### config.mk
export PLATFORM = sky130hd
export DESIGN_NAME = regchk_down_counter
export DESIGN_NICKNAME = d
export VERILOG_FILES = /design/src/rtl/regchk_down_counter.sv
export SDC_FILE = /design/constraint.sdc
export NUM_CORES = 1
export LEC_CHECK = 0
export ABC_AREA = 1
export ABC_CLOCK_PERIOD_IN_PS = 3400
export CELL_PAD_IN_SITES_DETAIL_PLACEMENT = 1
export CELL_PAD_IN_SITES_GLOBAL_PLACEMENT = 1
export CORE_MARGIN = 8
export CORE_UTILIZATION = 39
export DETAILED_ROUTE_END_ITERATION = 10
export GPL_TIMING_DRIVEN = 0
export HOLD_SLACK_MARGIN = 0.15
export MAX_ROUTING_LAYER = met4
export PLACE_DENSITY = 0.93
export SLEW_MARGIN = 40
export SYNTH_ARGS = -nofsm -noshare
export SYNTH_HDL_FRONTEND = slang
export SYNTH_SLANG_ARGS = --single-unit
### constraint.sdc
create_clock -name clk -period 3.4 [get_ports clk]
set_input_delay 0.68 -clock clk [delete_from_list [all_inputs] [get_ports clk]]
set_output_delay 0.68 -clock clk [all_outputs]
set_load 0.02 [all_outputs]
### src/rtl/regchk_down_counter.sv
// Loadable down-counter shared by the processor reset and run phases.
// Saturates at zero; o_last flags the final counted cycle.
module regchk_down_counter #(
    parameter int CYCW = 16
) (
    input  logic            clk,
    input  logic            i_rst,
    input  logic            i_load,
    input  logic [CYCW-1:0] i_load_val,
    input  logic            i_dec,
    output logic            o_zero,
    output logic            o_last
);

    logic [CYCW-1:0] r_count;

    always_ff @(posedge clk or posedge i_rst) begin
        if (i_rst) begin
            r_count <= '0;
        end else if (i_load) begin
            r_count <= i_load_val;
        end else if (i_dec && (r_count != '0)) begin
            r_count <= r_count - CYCW'(1);
        end
    end

    assign o_zero = (r_count == '0);
    assign o_last = (r_count == CYCW'(1));

endmodule

==> flow_summary.yaml, run 1 <==
# physical design summary
cts:
  cts_buffer_depth: 2
  cts_hold_buf: 0
  cts_max_level: 1
  postCtsSetupBuffers: 0
  cts_inserted_buffers: 3
  clk_pin_slew_ns: 0.10
  cts_resized: 0
  cts-root-buf: "clkbuf_4"
  cts_tree: "yes"
floorplanning:
  chipArea_mm2: 0.00538
  die_h_um: 73.3
  die_w_um: 73.3
  fp-utilization: 0.396
grt:
  overflow: 0
  grt_max_degree: 17
  globalRouteMet3Util: 0.0205
  grt_usage: 0.155
  antenna_found_initial: 0
  grt_pass1_wl_um: 6340
  grt_use_met1: 0.175
  grt_pass1_vias: 1410
hold_path:
  holdCritPathClass: "reg -> reg"
synthesis:
  top_cell: "nand2_1"
  ys_cells: 197
  top_area_cell: "dfrtp_1"
  synthDistinctLibCells: 24
  edf_count: 0
  netlist_area_mm2: 0.00128
  yosys_area_mm2: 0.00128
  numSynthFlops: 16
  synth_cells: 197
  async_reset_ff_frac: 1.00
  synth-main-ff-cell: "dfrtp_1"
  synthTopCellsByArea: "dfrtp_1, nand2_1, nand3_1"
route:
  viasPerCell: 4.79
  ant_nets: 0
  firstDrtPassIters: 4
  vias: 1278
  drt_first_iter_violations: 32
critical_path:
  slowest_stage: "clkdlybuf4s50_1"
  critPathCaptureType: "output pin"
  critPathRequiredTime_ns: 2.72
  critPathLaunchType: "register"
  path_cells: "inv_1, ha_1, nand2_4, nor2_8, nand2_4, inv_1, clkdlybuf4s50_1"
  max_stage_delay_ns: 0.59
  cp_max_fo: 6
final_layout:
  fillers: 441
  largest_register_ff_count: 16
  drive_above_1_share: 0.118
  n_antenna_cell: 0
  largest_register: "r_count"
  nNetsFinal: 244
  synthToLayoutAreaGrowth_pct: 22.9
power_and_ir_drop:
  internal_power_mw: 0.363
  pwr-share-comb: 0.336
  sequentialPowerShare: 0.432
final_timing:
  finalSetupViolCount: 0
  period_needed_ns: 2.79
  slew_violations: 0
  worstMarginPinSlew_ns: 0.634
  skew_ns: 0.00629
  max_freq_mhz: 358
placed_design:
  io_buffers: 20
  post-place-ws_ns: 0.925
run_status:
  status: "finished clean"
flow_run:
  drv_cap: 0
  tool_warnings: 27
[run 1: final timing paths]
| check | start | to | slack, ns | depth (start not counted) |
|---|---|---|---|---|
| worst max-delay path | r_count[0]$_DFFE_PP0P_ | o_zero | 0.61 | 7 |
| worst min-delay path | r_count[14]$_DFFE_PP0P_ | r_count[14]$_DFFE_PP0P_ | 0.57 | 2 |
| worst max register to register | r_count[0]$_DFFE_PP0P_ | r_count[12]$_DFFE_PP0P_ | 1.66 | 10 |
| worst min register to register | r_count[14]$_DFFE_PP0P_ | r_count[14]$_DFFE_PP0P_ | 0.57 | 2 |
| max in group asynchronous | i_rst | r_count[6]$_DFFE_PP0P_ | 2.25 | 2 |
| min in group asynchronous | i_rst | r_count[3]$_DFFE_PP0P_ | 0.74 | 2 |
[run 1: logic make-up (layout without fill, tap and decap cells)]
family,Yosys count,in the layout,share of synthesized area
AOI/OAI and AO/OA,12,12,0.0557
xor gates and xnor gates,4,4,0.0273
adders and majority gates,2,2,0.0195
buffers and inverters,25,49,0.0810
DFF,16,16,0.312
and+or+nand+nor,138,138,0.504
[run 1: power groups by stage]
stage | Combinational, mW | Sequential, mW | Clock, mW
after floorplan | 0.145 | 0.248 | 0
after global placement | 0.190 | 0.255 | 0
after detailed placement | 0.199 | 0.257 | 0
after CTS | 0.200 | 0.253 | 0.137
after global routing | 0.229 | 0.258 | 0.148
final | 0.197 | 0.253 | 0.136
[run 1: worst max-delay path: cells and delay by family, from the launching register on]
kind          cells  cell delay, ns
flops             1            0.43
buf+inv           3            0.76
simple gates      3            0.36
fa+ha+maj         1            0.24
[run 1: routing by layer]
| layer | vias to the layer above | routed length (um) |
|---|---|---|
| met5 | - | 0 |
| met4 | 0 | 57 |
| met3 | 5 | 120 |
| met2 | 23 | 1710 |
| met1 | 592 | 1550 |
| li1 | 658 | - |
[run 1: stage by stage]
step / instances / cell area, um2
floorplan: 197 / 1280
global placement: 263 / 1540
detailed placement: 263 / 1540
CTS: 267 / 1580
global route: 267 / 1580
finish: 267 / 1580
[run 1: layout make-up]
type                       count  area (um2)  area share
buffer                         4        25.0      0.0159
multi-input combinational    156         777       0.493
inverter                      21        78.8      0.0500
timing repair buffer          20         200       0.127
tap                           46        57.6      0.0365
sequential                    16         400       0.254
clock buffer                   4        36.3      0.0230
[run 1: layout by cell type (no fill, tap or decap), drive strengths merged]
cell type      Yosys  final
inv               21     21
nand2             86     86
xor2               2      2
ha                 2      2
clkbuf             1      5
nand3             21     21
o21ai             12     12
xnor2              2      2
nor3               1      1
dfrtp             16     16
or2                3      3
nor2              23     23
nand3b             3      3
buf                3      3
nand4              1      1
clkdlybuf4s50      0     20
Figure 1. Gate families picked out (run 1).
(4 px per um)
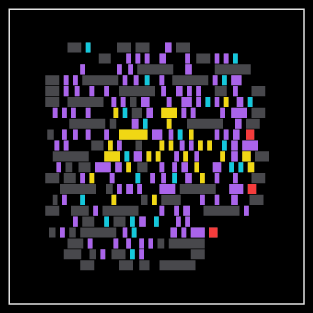
NOR gates -> yellow  # cells 24, where center
inverters -> cyan  # cells 21
AND and OR gates -> red  # cells 3
NAND gates -> purple  # cells 111

Figure 2. Layout detail (run 1).
Window x 45 to 65, y 8 to 28 um. Cells in gray, sequential cells in the stronger gray; small squares are vias.
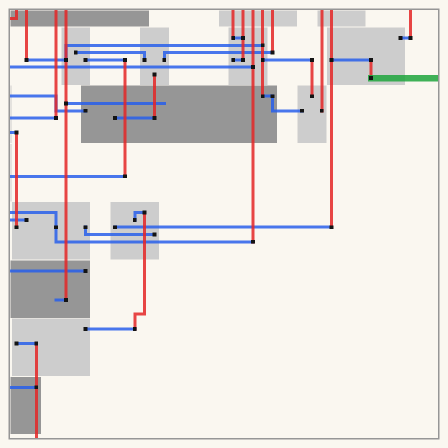
met3 -> green
met1 -> blue
met2 -> red
netlist names of flops here include = `r_count` (1)
sequential cells in the window = 1
cells with their middle in the window = 9
most frequent = nand2_1 (3), clkdlybuf4s50_1 (2)

Figure 3. Congestion heat map (run 1).
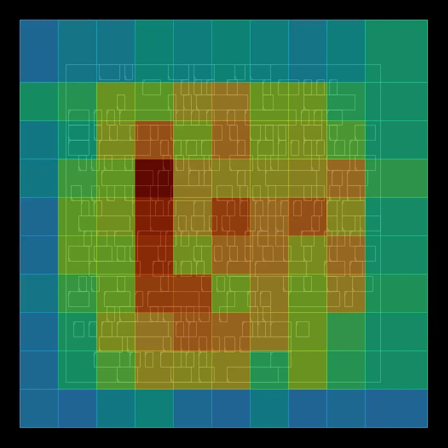
fin util: 0.487
global route hottest layer: met2
WL per Instance: 12.9 um
met2 Track Usage GR: 0.269

Figure 4. Metal layers overlaid (run 1).
(4 px per um)
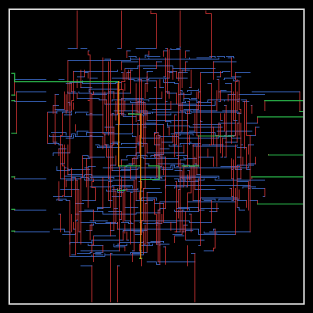
met2 -> red  # wire length 1,710 um
met3 -> green  # wire length 121 um
met4 -> orange  # wire length 57.1 um
met1 -> blue  # wire length 1,550 um

==> run 2, diff against run 1 <==
--- a/config.mk
+++ b/config.mk
@@ -6,16 +6,16 @@
 export NUM_CORES = 1
 export LEC_CHECK = 0
 export ABC_AREA = 1
-export ABC_CLOCK_PERIOD_IN_PS = 3400
+export ABC_CLOCK_PERIOD_IN_PS = 2750
 export CELL_PAD_IN_SITES_DETAIL_PLACEMENT = 1
 export CELL_PAD_IN_SITES_GLOBAL_PLACEMENT = 1
 export CORE_MARGIN = 8
-export CORE_UTILIZATION = 39
+export CORE_UTILIZATION = 37
 export DETAILED_ROUTE_END_ITERATION = 10
 export GPL_TIMING_DRIVEN = 0
 export HOLD_SLACK_MARGIN = 0.15
 export MAX_ROUTING_LAYER = met4
-export PLACE_DENSITY = 0.93
+export PLACE_DENSITY = 0.9
 export SLEW_MARGIN = 40
 export SYNTH_ARGS = -nofsm -noshare
 export SYNTH_HDL_FRONTEND = slang
==> constraint.sdc (replaced) <==
create_clock -name clk -period 2.75 [get_ports clk]
set_input_delay 0.55 -clock clk [delete_from_list [all_inputs] [get_ports clk]]
set_output_delay 0.55 -clock clk [all_outputs]
set_load 0.02 [all_outputs]
Figure 5. Congestion heat map (run 2).
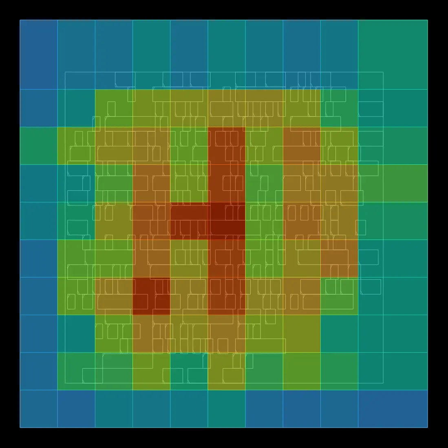
WL per Instance: 13.2 um
grt met3 use: 0.0200
fin util: 0.469
grt met1 use: 0.156

Figure 6. Gate families picked out (run 2).
(4 px per um)
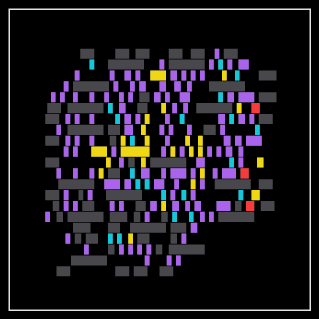
NOR gates -> yellow  # cells 24, where center
inverters -> cyan  # cells 21
AND and OR gates -> red  # cells 3
NAND gates -> purple  # cells 111

==> flow_summary.yaml, run 2 <==
# physical design summary
critical_path:
  cp_max_fo: 6
  critPathCaptureType: "output pin"
  max_stage_delay_ns: 0.43
  path_cells: "inv_1, ha_1, nand2_4, nor2_8, nand2_4, inv_1, dlymetal6s2s_1"
  critPathLaunchType: "register"
  slowest_stage: "dfrtp_1"
  critPathKind: "reg -> out"
  crit_arrival_ns: 1.75
  critPathRequiredTime_ns: 2.20
  cpLargestDelayFamily: "flip-flops"
  critPathBufInv: 3
final_timing:
  slew_violations: 0
  max_freq_mhz: 434
  skew_ns: 0.00417
  finalSetupViolCount: 0
  min_period_over_period: 0.837
  rsz0062_at_grt: "no"
  period_needed_ns: 2.30
  hold_viol_final: 0
  worstMarginPinSlew_ns: 0.666
  slew-limit-headroom: 0.556
  setup_tns_ns: 0
route:
  viasPerCell: 4.84
  wl_met3_um: 77
  ant_nets: 0
  firstDrtPassIters: 4
  drt_first_iter_violations: 46
  wl_met1_um: 1610
  topRoutingLayerUsed: "met4"
  drt_drc_violations_left: 0
  wl_met2_um: 1800
  vias: 1288
  wirelength_um: 3520
floorplanning:
  boundaryPins: 22
  rows: 21
  chipArea_mm2: 0.00560
  fp-utilization: 0.384
  die_h_um: 74.8
  die_w_um: 74.8
  coreArea_mm2: 0.00334
placed_design:
  io_buffers: 20
  dp_hpwl_um: 2880
  place_congestion: 0.818
  placed_cell_area_mm2: 0.00154
synthesis:
  synthDistinctLibCells: 24
  synth_cells: 197
  synth_top_area_share: 0.313
  netlist_area_mm2: 0.00128
  top_cell: "nand2_1"
  async_reset_ff_frac: 1.00
  yosys_area_mm2: 0.00128
  ys_warn_count: 0
  synth_seq_share: 0.313
  synth_nets: 219
  synth-main-ff-cell: "dfrtp_1"
  top_area_cell: "dfrtp_1"
  common_cells: "nand2_1, inv_1, nand3_1, nor2_1, dfrtp_1"
  numSynthFlops: 16
  synthTopCellsByArea: "dfrtp_1, nand2_1, nand3_1"
  ys_cells: 197
  synth_area_per_cell_um2: 6.50
  edf_count: 0
power_and_ir_drop:
  pwr_density_cell_mw_per_mm2: 443
  finalPower_mw: 0.693
  ir_drop_mv: 0.181
  power.leakage_nw: 0.858
cts:
  cts_max_level: 1
  cts_inserted_buffers: 3
  cts_hold_buf: 0
  clock_latency_ns: 0.30
  cts-root-buf: "clkbuf_4"
  postCtsSetupBuffers: 0
  cts_sinks: 16
  cts_buffer_depth: 2
  clk_pin_slew_ns: 0.10
  cts_tree: "yes"
grt:
  grt_pass1_vias: 1439
  antenna_found_initial: 0
  grt_max_degree: 17
  grt_usage: 0.140
  overflow: 0
  grt_pass1_wl_um: 6020
final_layout:
  reg_top3: "r_count (16)"
  final_cell_mix: "nand2_1, inv_1, nor2_1, nand3_1, clkdlybuf4s50_1"
  fin_area_mm2: 0.00157
  largest_register_ff_count: 16
  drive_above_1_share: 0.114
  layout_top_cell: "nand2_1"
  n_antenna_cell: 0
  nNetsFinal: 244
  largest_register: "r_count"
  synthToLayoutAreaGrowth_pct: 22.3
flow_run:
  drv_cap: 0
  tool_warnings: 27
run_status:
  status: "finished clean"
hold_path:
  holdCritPathClass: "reg -> reg"
[run 2: netlist changes by cell type in the layout (fill, tap and decap cells not counted), sizes merged]
cell           previous run  this run
clkbuf                    5         4
clkdlybuf4s50            20        18
dlymetal6s2s              0         2
[run 2: worst min-delay path, stage by stage (launching register included)]
cell and delay (ns):
dfrtp_1 0.42, nand2_1 0.07, nand2_1 0.06
[run 2: repair_timing]
item,4_1_cts,5_1_grt
resized,0,2
hold endpoints to repair,0,0
endpoints found under the setup margin,0,2
[run 2: through the flow]
stage | worst slack, ns | cells | hold WS, ns | utilization
final | 0.448 | 266 | 0.576 | 0.469
after global routing | 0.332 | 266 | 0.608 | 0.469
after CTS | 0.0453 | 266 | 0.574 | 0.468
after detailed placement | 0.381 | 263 | 0.551 | 0.461
after global placement | 0.422 | 263 | 0.534 | 0.461
after floorplan | 0.969 | 197 | 0.464 | -
[run 2: cell families (layout without fill, tap and decap cells)]
| group | Yosys count | count (layout) | share of synthesized area |
|---|---|---|---|
| AND-OR/OR-AND | 12 | 12 | 0.0557 |
| adder cells (fa/ha/maj) | 2 | 2 | 0.0195 |
| XOR/XNOR | 4 | 4 | 0.0273 |
| AND/OR/NAND/NOR | 138 | 138 | 0.504 |
| flip-flops | 16 | 16 | 0.312 |
| buffers and inverters | 25 | 48 | 0.0810 |
[run 2: worst paths after layout]
| kind | startpoint | endpoint | slack (ns) | cells past startpoint |
|---|---|---|---|---|
| hold / removal | r_count[14]$_DFFE_PP0P_ | r_count[14]$_DFFE_PP0P_ | 0.58 | 2 |
| setup reg to reg | r_count[0]$_DFFE_PP0P_ | r_count[4]$_DFFE_PP0P_ | 0.99 | 10 |
| max in group asynchronous | i_rst | r_count[13]$_DFFE_PP0P_ | 1.69 | 2 |
| min in group asynchronous | i_rst | r_count[12]$_DFFE_PP0P_ | 0.64 | 2 |
| hold reg to reg | r_count[14]$_DFFE_PP0P_ | r_count[14]$_DFFE_PP0P_ | 0.58 | 2 |
| setup / recovery | r_count[0]$_DFFE_PP0P_ | o_zero | 0.45 | 7 |
[run 2: final cells by class]
cell class                      instances  area [um2]
Multi-Input combinational cell        156         777
Tap cell                               46        57.6
Clock buffer                            3        22.5
Fill cell                             458        1770
Buffer                                  4        25.0
Timing Repair Buffer                   20         205
Sequential cell                        16         400
Inverter                               21        78.8
[run 2: power breakdown]
part	leakage, nW	internal (mW)	switching [mW]
Clock	0.0138	0.0510	0.0828
Combinational	0.650	0.0997	0.146
Sequential	0.194	0.268	0.0461
[run 2: routing by layer]
metal,vias to the layer above,GRT usage
li1,659,-
met1,610,0.156
met2,15,0.250
met3,4,0.0200
met4,0,0.0435
met5,-,-
==> run 3, diff against run 2 <==
--- a/config.mk
+++ b/config.mk
@@ -6,7 +6,7 @@
 export NUM_CORES = 1
 export LEC_CHECK = 0
 export ABC_AREA = 1
-export ABC_CLOCK_PERIOD_IN_PS = 2750
+export ABC_CLOCK_PERIOD_IN_PS = 2300
 export CELL_PAD_IN_SITES_DETAIL_PLACEMENT = 1
 export CELL_PAD_IN_SITES_GLOBAL_PLACEMENT = 1
 export CORE_MARGIN = 8
==> constraint.sdc (replaced) <==
create_clock -name clk -period 2.3 [get_ports clk]
set_input_delay 0.46 -clock clk [delete_from_list [all_inputs] [get_ports clk]]
set_output_delay 0.46 -clock clk [all_outputs]
set_load 0.02 [all_outputs]
==> flow_summary.yaml, run 3 <==
# physical design summary
grt:
  grt_pass1_wl_um: 6020
  overflow: 0
  antenna_found_initial: 0
  grt_pass1_vias: 1439
  grt_max_degree: 17
final_layout:
  largest_register_ff_count: 16
  reg_top3: "r_count (16)"
  fillers: 461
  final_cell_mix: "nand2_1, nor2_1, inv_1, nand3_1, clkdlybuf4s50_1"
  regArea_um2: 400
  synthToLayoutAreaGrowth_pct: 21.8
  n_antenna_cell: 0
  largest_register: "r_count"
  nNetsFinal: 244
  layout_top_cell: "nand2_1"
  drive_above_1_share: 0.132
  comb_area_um2: 779
floorplanning:
  rows: 21
  boundaryPins: 22
  die_w_um: 74.8
  coreArea_mm2: 0.00334
  fp-utilization: 0.384
  chipArea_mm2: 0.00560
  die_h_um: 74.8
final_timing:
  min_period_over_period: 0.949
  worstMarginPinSlew_ns: 0.666
  period_needed_ns: 2.18
  finalSetupViolCount: 0
  hold_viol_final: 0
  skew_ns: 0.00411
  rsz0062_at_grt: "no"
  slew_violations: 0
  worst_slack_ns: 0.117
  slew-limit-headroom: 0.555
  max_freq_mhz: 458
  setup_tns_ns: 0
critical_path:
  startpoint: "r_count[1]$_DFFE_PP0P_"
  critPathCaptureType: "output pin"
  crit_arrival_ns: 1.72
  cp_max_fo: 6
  critPathRequiredTime_ns: 1.84
  critPathKind: "reg -> out"
  critPathLaunchType: "register"
  regToRegStartpoint: "r_count[1]$_DFFE_PP0P_"
  r2r_slack_ns: 0.61
power_and_ir_drop:
  power.leakage_nw: 0.820
  pwr_density_cell_mw_per_mm2: 532
  ir_drop_mv: 0.216
cts:
  cts_sinks: 16
  clock_latency_ns: 0.30
  cts_inserted_buffers: 3
  cts_max_level: 1
  cts_tree: "yes"
  cts_buffer_depth: 2
  clk_pin_slew_ns: 0.10
  cts-root-buf: "clkbuf_4"
route:
  drt_first_iter_violations: 46
  wl_per_cell_um: 13.2
  ant_nets: 0
  wirelength_um: 3510
  vias: 1288
  drt_drc_violations_left: 0
  firstDrtPassIters: 4
  viasPerCell: 4.84
synthesis:
  synth_area_per_cell_um2: 6.50
  top_cell: "nand2_1"
  numSynthFlops: 16
  common_cells: "nand2_1, inv_1, nand3_1, nor2_1, dfrtp_1"
  ys_sh_adder: 0.0195
  synth_nets: 219
  netlist_area_mm2: 0.00128
  synth_cells: 197
  synthTopCellsByArea: "dfrtp_1, nand2_1, nand3_1"
  synth_top_area_share: 0.313
  synth-main-ff-cell: "dfrtp_1"
  synth_seq_share: 0.313
  ys_cells: 197
  simple_gate_share: 0.504
  ys_sh_aoi: 0.0557
  synthDistinctLibCells: 24
  xor_area_frac: 0.0273
  edf_count: 0
  ys_warn_count: 0
  top_logic_kind: "simple AND/OR/NAND/NOR gates"
  yosys_area_mm2: 0.00128
  async_reset_ff_frac: 1.00
  mux_area_frac: 0
  top_area_cell: "dfrtp_1"
flow_run:
  drv_cap: 0
  tool_warnings: 27
placed_design:
  io_buffers: 20
  post-place-ws_ns: 0.0214
  dp_hpwl_um: 2880
  place_congestion: 0.818
hold_path:
  holdCritPathClass: "in -> async"
run_status:
  status: "finished clean"
run 3: cell counts after synthesis:
No cell type changed its count.
run 3: cells by family after synthesis:
group / count (synthesis)
adder cells (fa/ha/maj): 2
AND/OR/NAND/NOR: 138
XOR/XNOR: 4
AND-OR/OR-AND: 12
buffers and inverters: 25
flip-flops: 16
run 3: path summary, 6_finish.rpt:
path | depth (start not counted) | end
setup reg to reg | 10 | r_count[4]$_DFFE_PP0P_
hold reg to reg | 2 | r_count[14]$_DFFE_PP0P_
min in group clk | 5 | r_count[6]$_DFFE_PP0P_
hold / removal | 2 | r_count[12]$_DFFE_PP0P_
max in group asynchronous | 2 | r_count[13]$_DFFE_PP0P_
setup / recovery | 7 | o_zero
run 3: stage by stage:
stage | std cells | hold slack (ns) | util | instance area [um2] | power, mW
detailed placement | 263 | 0.551 | 0.461 | 1540 | 0.676
finish | 266 | 0.549 | 0.468 | 1560 | 0.831
CTS | 266 | 0.571 | 0.468 | 1560 | 0.836
global placement | 263 | 0.534 | 0.461 | 1540 | 0.658
global route | 266 | 0.608 | 0.468 | 1560 | 0.891
floorplan | 197 | 0.374 | - | 1280 | 0.580
run 3: per-layer routing:
metal	vias to the layer above	track usage	part of all wire
li1	659	-	-
met1	610	0.156	0.46
met2	15	0.250	0.51
met3	4	0.0200	0.022
met4	0	0.0435	0.0080
met5	-	-	0
run 3: area by class of cell:
| cell class | count | area share |
|---|---|---|
| inverter | 21 | 0.0505 |
| buffer | 4 | 0.0160 |
| multi-input combinational | 156 | 0.500 |
| clock buffer | 3 | 0.0144 |
| sequential | 16 | 0.257 |
| tap | 46 | 0.0369 |
| timing repair buffer | 20 | 0.126 |
run 3: what timing repair did:
item                                    4_1_cts  5_1_grt
gates cloned                                  0        0
gates resized                                 4        5
endpoints found under the setup margin        2        2
hold buffers                                  0        0
buffers inserted                              0        0
run 3: critical path, stage by stage, from the launching register on:
cell             delay (ns)
dfrtp_1                0.40
inv_1                  0.12
ha_2                   0.24
nand2_4                0.10
nor2_8                 0.17
nand2_4                0.08
inv_1                  0.06
clkdlybuf4s15_2        0.26
run 3: power breakdown:
part | internal, mW | switching, mW
clock network | 0.0610 | 0.0990
logic | 0.120 | 0.174
registers | 0.321 | 0.0556
total | 0.502 | 0.329
Figure 7. Clock network drawn from the DEF (run 3).
(4 px per um)
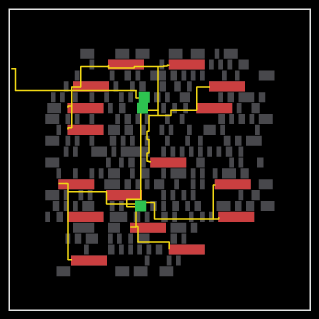
clock wires -> yellow  # length 268 um
cells driving clock nets -> green  # count 3
flip-flops -> red  # count 16
routed clock nets = 4

Figure 8. Congestion heat map (run 3).
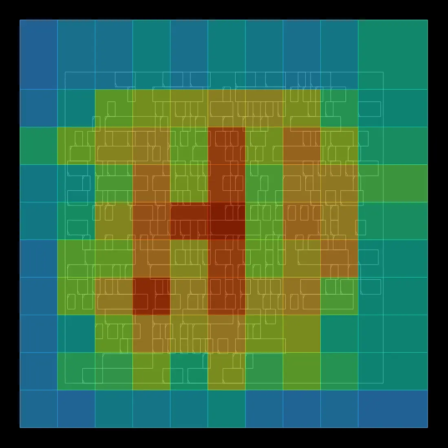
Overall Global Routing Usage: 0.140
fin util: 0.468

No activity file was given, so power comes from the tool's default toggle rates.
